File: src/rtl/usb_tx_pkg.sv
// Shared types and constants for the full-speed USB transmit path.
//   tx_state_e   : transmitter FSM states
//   line_t       : bus line state as {D+, D-}
//   line_toggle  : NRZI transition between J and K
package usb_tx_pkg;

  typedef enum logic [2:0] {
    IDLE,
    SYNC,
    DATA,
    EOP_SE0,
    EOP_J
  } tx_state_e;

  typedef logic [1:0] line_t;

  localparam logic [7:0] SYNC_PATTERN = 8'h80;
  localparam logic [2:0] STUFF_LIMIT  = 3'd6;
  localparam logic [2:0] EOP_SE0_BITS = 3'd2;

  localparam line_t LINE_J   = 2'b10;
  localparam line_t LINE_K   = 2'b01;
  localparam line_t LINE_SE0 = 2'b00;

  function automatic line_t line_toggle(input line_t l);
    return (l == LINE_J) ? LINE_K : LINE_J;
  endfunction

endpackage

File: src/rtl/usb_bit_timer.sv
// Bit-period timer: counts 0..CLKS_PER_BIT-1 and flags the last clock of
// each USB bit period.
//   clk, n_rst : clock, synchronous active-low reset
//   clear_i    : hold the count at zero (transmitter idle)
//   bit_end_o  : high on the last clock of a bit period
module usb_bit_timer #(
  parameter int unsigned CLKS_PER_BIT = 4
) (
  input  logic clk,
  input  logic n_rst,
  input  logic clear_i,
  output logic bit_end_o
);

  localparam int unsigned CW = $clog2(CLKS_PER_BIT);
  localparam logic [CW-1:0] LAST = CW'(CLKS_PER_BIT - 1);

  logic [CW-1:0] cnt_q, cnt_d;

  assign bit_end_o = (cnt_q == LAST);

  always_comb begin
    cnt_d = cnt_q + CW'(1);
    if (clear_i || bit_end_o) cnt_d = '0;
  end

  always_ff @(posedge clk) begin
    if (!n_rst) cnt_q <= '0;
    else        cnt_q <= cnt_d;
  end

endmodule

File: src/rtl/usb_tx_encoder.sv
// Full-speed USB packet transmitter: SYNC, LSB-first data with bit stuffing,
// NRZI line coding and EOP, fed by a one-byte holding register.
//   clk, n_rst        : clock, synchronous active-low reset
//   tx_data/tx_last   : byte and end-of-packet flag, taken on tx_valid&tx_ready
//   tx_ready          : holding register empty
//   d_plus_out/d_minus_out : encoded line drive
//   transmitting      : block owns the bus
//   tx_done / tx_error: one-cycle pulses for packet complete / underrun abort
module usb_tx_encoder
  import usb_tx_pkg::*;
#(
  parameter int unsigned CLKS_PER_BIT = 4
) (
  input  logic       clk,
  input  logic       n_rst,
  input  logic [7:0] tx_data,
  input  logic       tx_valid,
  input  logic       tx_last,
  output logic       tx_ready,
  output logic       d_plus_out,
  output logic       d_minus_out,
  output logic       transmitting,
  output logic       tx_done,
  output logic       tx_error
);

  tx_state_e  state_q;
  logic       hold_full_q, hold_last_q;
  logic [7:0] hold_data_q;
  logic [7:0] shift_q;
  logic       last_q;
  logic [2:0] bit_idx_q;
  logic [2:0] ones_q;
  logic       stuff_q;
  line_t      line_q;
  logic       xmit_q, done_q, err_q;

  logic bit_end, stuff_now, byte_end, load, nxt_bit;

  usb_bit_timer #(.CLKS_PER_BIT(CLKS_PER_BIT)) u_timer (
    .clk       (clk),
    .n_rst     (n_rst),
    .clear_i   (state_q == IDLE),
    .bit_end_o (bit_end)
  );

  assign tx_ready     = !hold_full_q;
  assign d_plus_out   = line_q[1];
  assign d_minus_out  = line_q[0];
  assign transmitting = xmit_q;
  assign tx_done      = done_q;
  assign tx_error     = err_q;

  // A stuff slot is taken before advancing, so a byte boundary (load, EOP)
  // is only evaluated once any pending stuff bit has been sent.
  assign stuff_now = bit_end && (state_q == SYNC || state_q == DATA) &&
                     !stuff_q && (ones_q == STUFF_LIMIT);
  assign byte_end  = (bit_idx_q == 3'd7);
  assign load      = bit_end && !stuff_now && byte_end &&
                     (state_q == SYNC || (state_q == DATA && !last_q && hold_full_q));

  // Value of the bit that follows the one currently on the line.
  always_comb begin
    nxt_bit = 1'b0;
    case (state_q)
      SYNC:    nxt_bit = byte_end ? hold_data_q[0] : SYNC_PATTERN[bit_idx_q + 3'd1];
      DATA:    nxt_bit = byte_end ? hold_data_q[0] : shift_q[bit_idx_q + 3'd1];
      default: nxt_bit = 1'b0;
    endcase
  end

  always_ff @(posedge clk) begin
    if (!n_rst) begin
      hold_full_q <= 1'b0;
      hold_data_q <= '0;
      hold_last_q <= 1'b0;
    end else if (load) begin
      hold_full_q <= 1'b0;
    end else if (tx_valid && !hold_full_q) begin
      hold_full_q <= 1'b1;
      hold_data_q <= tx_data;
      hold_last_q <= tx_last;
    end
  end

  always_ff @(posedge clk) begin
    if (!n_rst) begin
      state_q   <= IDLE;
      shift_q   <= '0;
      last_q    <= 1'b0;
      bit_idx_q <= '0;
      ones_q    <= '0;
      stuff_q   <= 1'b0;
      line_q    <= LINE_J;
      xmit_q    <= 1'b0;
      done_q    <= 1'b0;
      err_q     <= 1'b0;
    end else begin
      done_q <= 1'b0;
      err_q  <= 1'b0;
      case (state_q)
        IDLE: begin
          line_q    <= LINE_J;
          ones_q    <= '0;
          stuff_q   <= 1'b0;
          bit_idx_q <= '0;
          if (hold_full_q) begin
            state_q <= SYNC;
            xmit_q  <= 1'b1;
            line_q  <= SYNC_PATTERN[0] ? LINE_J : LINE_K;
            ones_q  <= SYNC_PATTERN[0] ? 3'd1 : 3'd0;
          end
        end
        SYNC, DATA: begin
          if (stuff_now) begin
            line_q  <= line_toggle(line_q);
            ones_q  <= '0;
            stuff_q <= 1'b1;
          end else if (bit_end) begin
            stuff_q <= 1'b0;
            if (!byte_end || load) begin
              line_q    <= nxt_bit ? line_q : line_toggle(line_q);
              ones_q    <= nxt_bit ? ones_q + 3'd1 : 3'd0;
              bit_idx_q <= bit_idx_q + 3'd1;
              if (load) begin
                state_q <= DATA;
                shift_q <= hold_data_q;
                last_q  <= hold_last_q;
              end
            end else begin
              state_q   <= EOP_SE0;
              line_q    <= LINE_SE0;
              bit_idx_q <= '0;
              err_q     <= !last_q;
            end
          end
        end
        EOP_SE0: begin
          if (bit_end) begin
            if (bit_idx_q == EOP_SE0_BITS - 3'd1) begin
              state_q   <= EOP_J;
              line_q    <= LINE_J;
              bit_idx_q <= '0;
            end else begin
              bit_idx_q <= bit_idx_q + 3'd1;
            end
          end
        end
        EOP_J: begin
          if (bit_end) begin
            state_q <= IDLE;
            xmit_q  <= 1'b0;
            done_q  <= 1'b1;
          end
        end
        default: state_q <= IDLE;
      endcase
    end
  end

endmodule

File: config.mk
export PLATFORM = sky130hd
export DESIGN_NAME = usb_tx_encoder
export DESIGN_NICKNAME = d
export VERILOG_FILES = /design/src/rtl/usb_tx_pkg.sv /design/src/rtl/usb_bit_timer.sv /design/src/rtl/usb_tx_encoder.sv
export SDC_FILE = /design/constraint.sdc
export NUM_CORES = 1
export LEC_CHECK = 0
export CORE_MARGIN = 2
export CORE_UTILIZATION = 55
export CTS_CLUSTER_SIZE = 25
export DETAILED_ROUTE_END_ITERATION = 10
export PLACE_DENSITY = 0.75
export SYNTH_ARGS = -nofsm -noshare
export SYNTH_HDL_FRONTEND = slang
export SYNTH_SLANG_ARGS = --single-unit
File: constraint.sdc
create_clock -name clk -period 3.5 [get_ports clk]
set_input_delay 0.525 -clock clk [delete_from_list [all_inputs] [get_ports clk]]
set_output_delay 0.525 -clock clk [all_outputs]
set_load 0.01 [all_outputs]
==> images/clocks.png <==
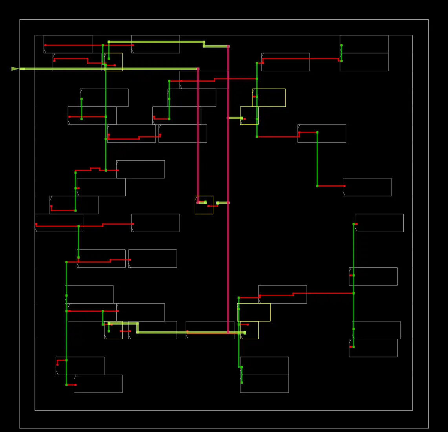
clk ins delay skew pair: 0.34 ns
CTS Buf Count: 5
clock sink count: 36
skew final: 0.00554 ns

==> images/wires.png <==
Scale: 4 px per um. Two of the layers only.
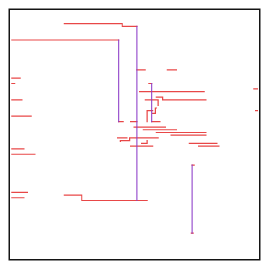
legend:
  purple:
    layer: metal 4
    wire_length: 90.4 um
  red:
    layer: metal 3
    wire_length: 215 um
vias: 1520
routed wire length: 3820 um
Wirelength per Cell: 14.3 um

==> changes_impl.md <==
### Physical design

* Worst Setup EP: ones_q[2]$_SDFFE_PN0P_
* Min Tclk post-route at 2.40 ns
* Hold_sp: u_timer.cnt_q[0]$_SDFF_PP0_
* Starting DRC count in detailed routing at 75
* M1 GR Usage at 27.2%
* Status: finished clean
* Slew @ Worst Pin at 0.826 ns
* Most frequent logic cell in the layout: dfxtp_1
* Worst hold margin at 0.440 ns
* Share of layout cells above drive strength 1 at 11.4%
* Worst Hold End: u_timer.cnt_q[0]$_SDFF_PP0_
* Yosys top cell by area: dfxtp_1
* Chip area at 3870 sq um
* Synth top area cells: dfxtp_1 39%, mux2i_1 12%, nor2_1 6.0%
* Core area at 3280 sq um
* Log Warnings at 29
* Avg Cell Area, Syn at 9.01 sq um
* Slew Limit Headroom at 44.9%
* Final setup fails at 0
* Top post-synthesis cells by count: 36 x dfxtp_1, 30 x nor2_1, 22 x mux2i_1, 15 x nand2_1, 10 x inv_1
* FP Core Util at 56.8%
* Ys cells at 207
* Placed cell count at 259
* Hold Violations, Final at 0
* Ys Warns at 0
* Synth unique cells at 53
* Initial antenna violation count at 0
* Max Cap Viol at 0
* Met2 Use GR at 37.6%
* Crit. Startpoint: bit_idx_q[0]$_SDFFE_PN0P_
* Min-Delay Path Class: reg2reg
==> images/clk_routes.png <==
Scale: 8 px per um.
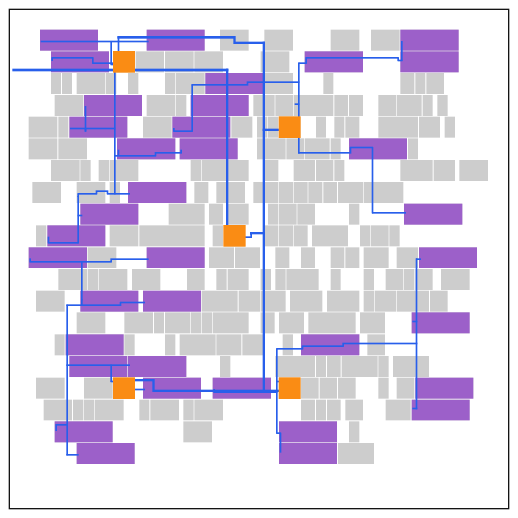
legend:
  orange:
    item: clock drivers
    count: 5
  blue:
    item: clock wires
    length: 423 um
  purple:
    item: flip-flops
    count: 36
flops lie: spread over the die
clock power share: 20.1%
Clock group: 243 uW

through the flow:
stage               setup WS, ns  total power, uW  cell area (sq um)  utilization (%)
floorplan                   1.51              865               1870                -
global placement            1.26              946               2040             62.1
detailed placement          1.13              967               2040             62.1
CTS                         1.12             1210               2100             64.1
global route               0.965             1300               2100             64.1
finish                      1.10             1210               2100             64.1
cells by family (layout without fill, tap and decap cells):
group	Yosys count	count (layout)	synth area share, %
and+or+nand+nor	76	76	21.2
AOI/OAI and AO/OA	38	38	14.7
DFF	36	36	38.6
buffers and inverters	25	38	6.71
muxes	24	24	13.6
adders and majority gates	7	7	4.69
xor gates and xnor gates	1	1	0.470
critical path, cell delays in order (launching register included):
cell	delay [ns]
dfxtp_1	0.53
ha_1	0.21
ha_1	0.30
inv_1	0.14
or4_4	0.59
a21oi_4	0.20
nor4_1	0.09
o21bai_2	0.18
nand2_1	0.06
cell type report:
type                    instances  area [sq um]
flip-flops and latches         36           721
repair buffers                 20           193
inverters                      11          41.3
well taps                      46          57.6
fillers                       285          1180
multi-input cells             146          1030
clock buffers                   7          65.1
sequential cells by signal (all words and copies together), names as in the netlist:
register       count
tx_done            1
hold_last_q        1
ones_q             3
state_q            3
u_timer.cnt_q      2
hold_data_q        8
last_q             1
bit_idx_q          3
line_q             2
hold_full_q        1
transmitting       1
stuff_q            1
tx_error           1
shift_q            8
power breakdown:
| group | leakage (uW) | internal, uW | switching (uW) | total, uW |
|---|---|---|---|---|
| logic | 0.000495 | 210 | 239 | 449 |
| clock network | 0.0000374 | 114 | 129 | 243 |
| registers | 0.000293 | 452 | 64.5 | 517 |
| total | 0.000825 | 776 | 433 | 1210 |
per-layer routing:
layer	wire [um]	up-vias
met2	1890	54
li1	-	752
met1	1630	704
met3	214	10
met5	0	-
met4	90	0
Power is estimated from default activity; no workload was simulated.
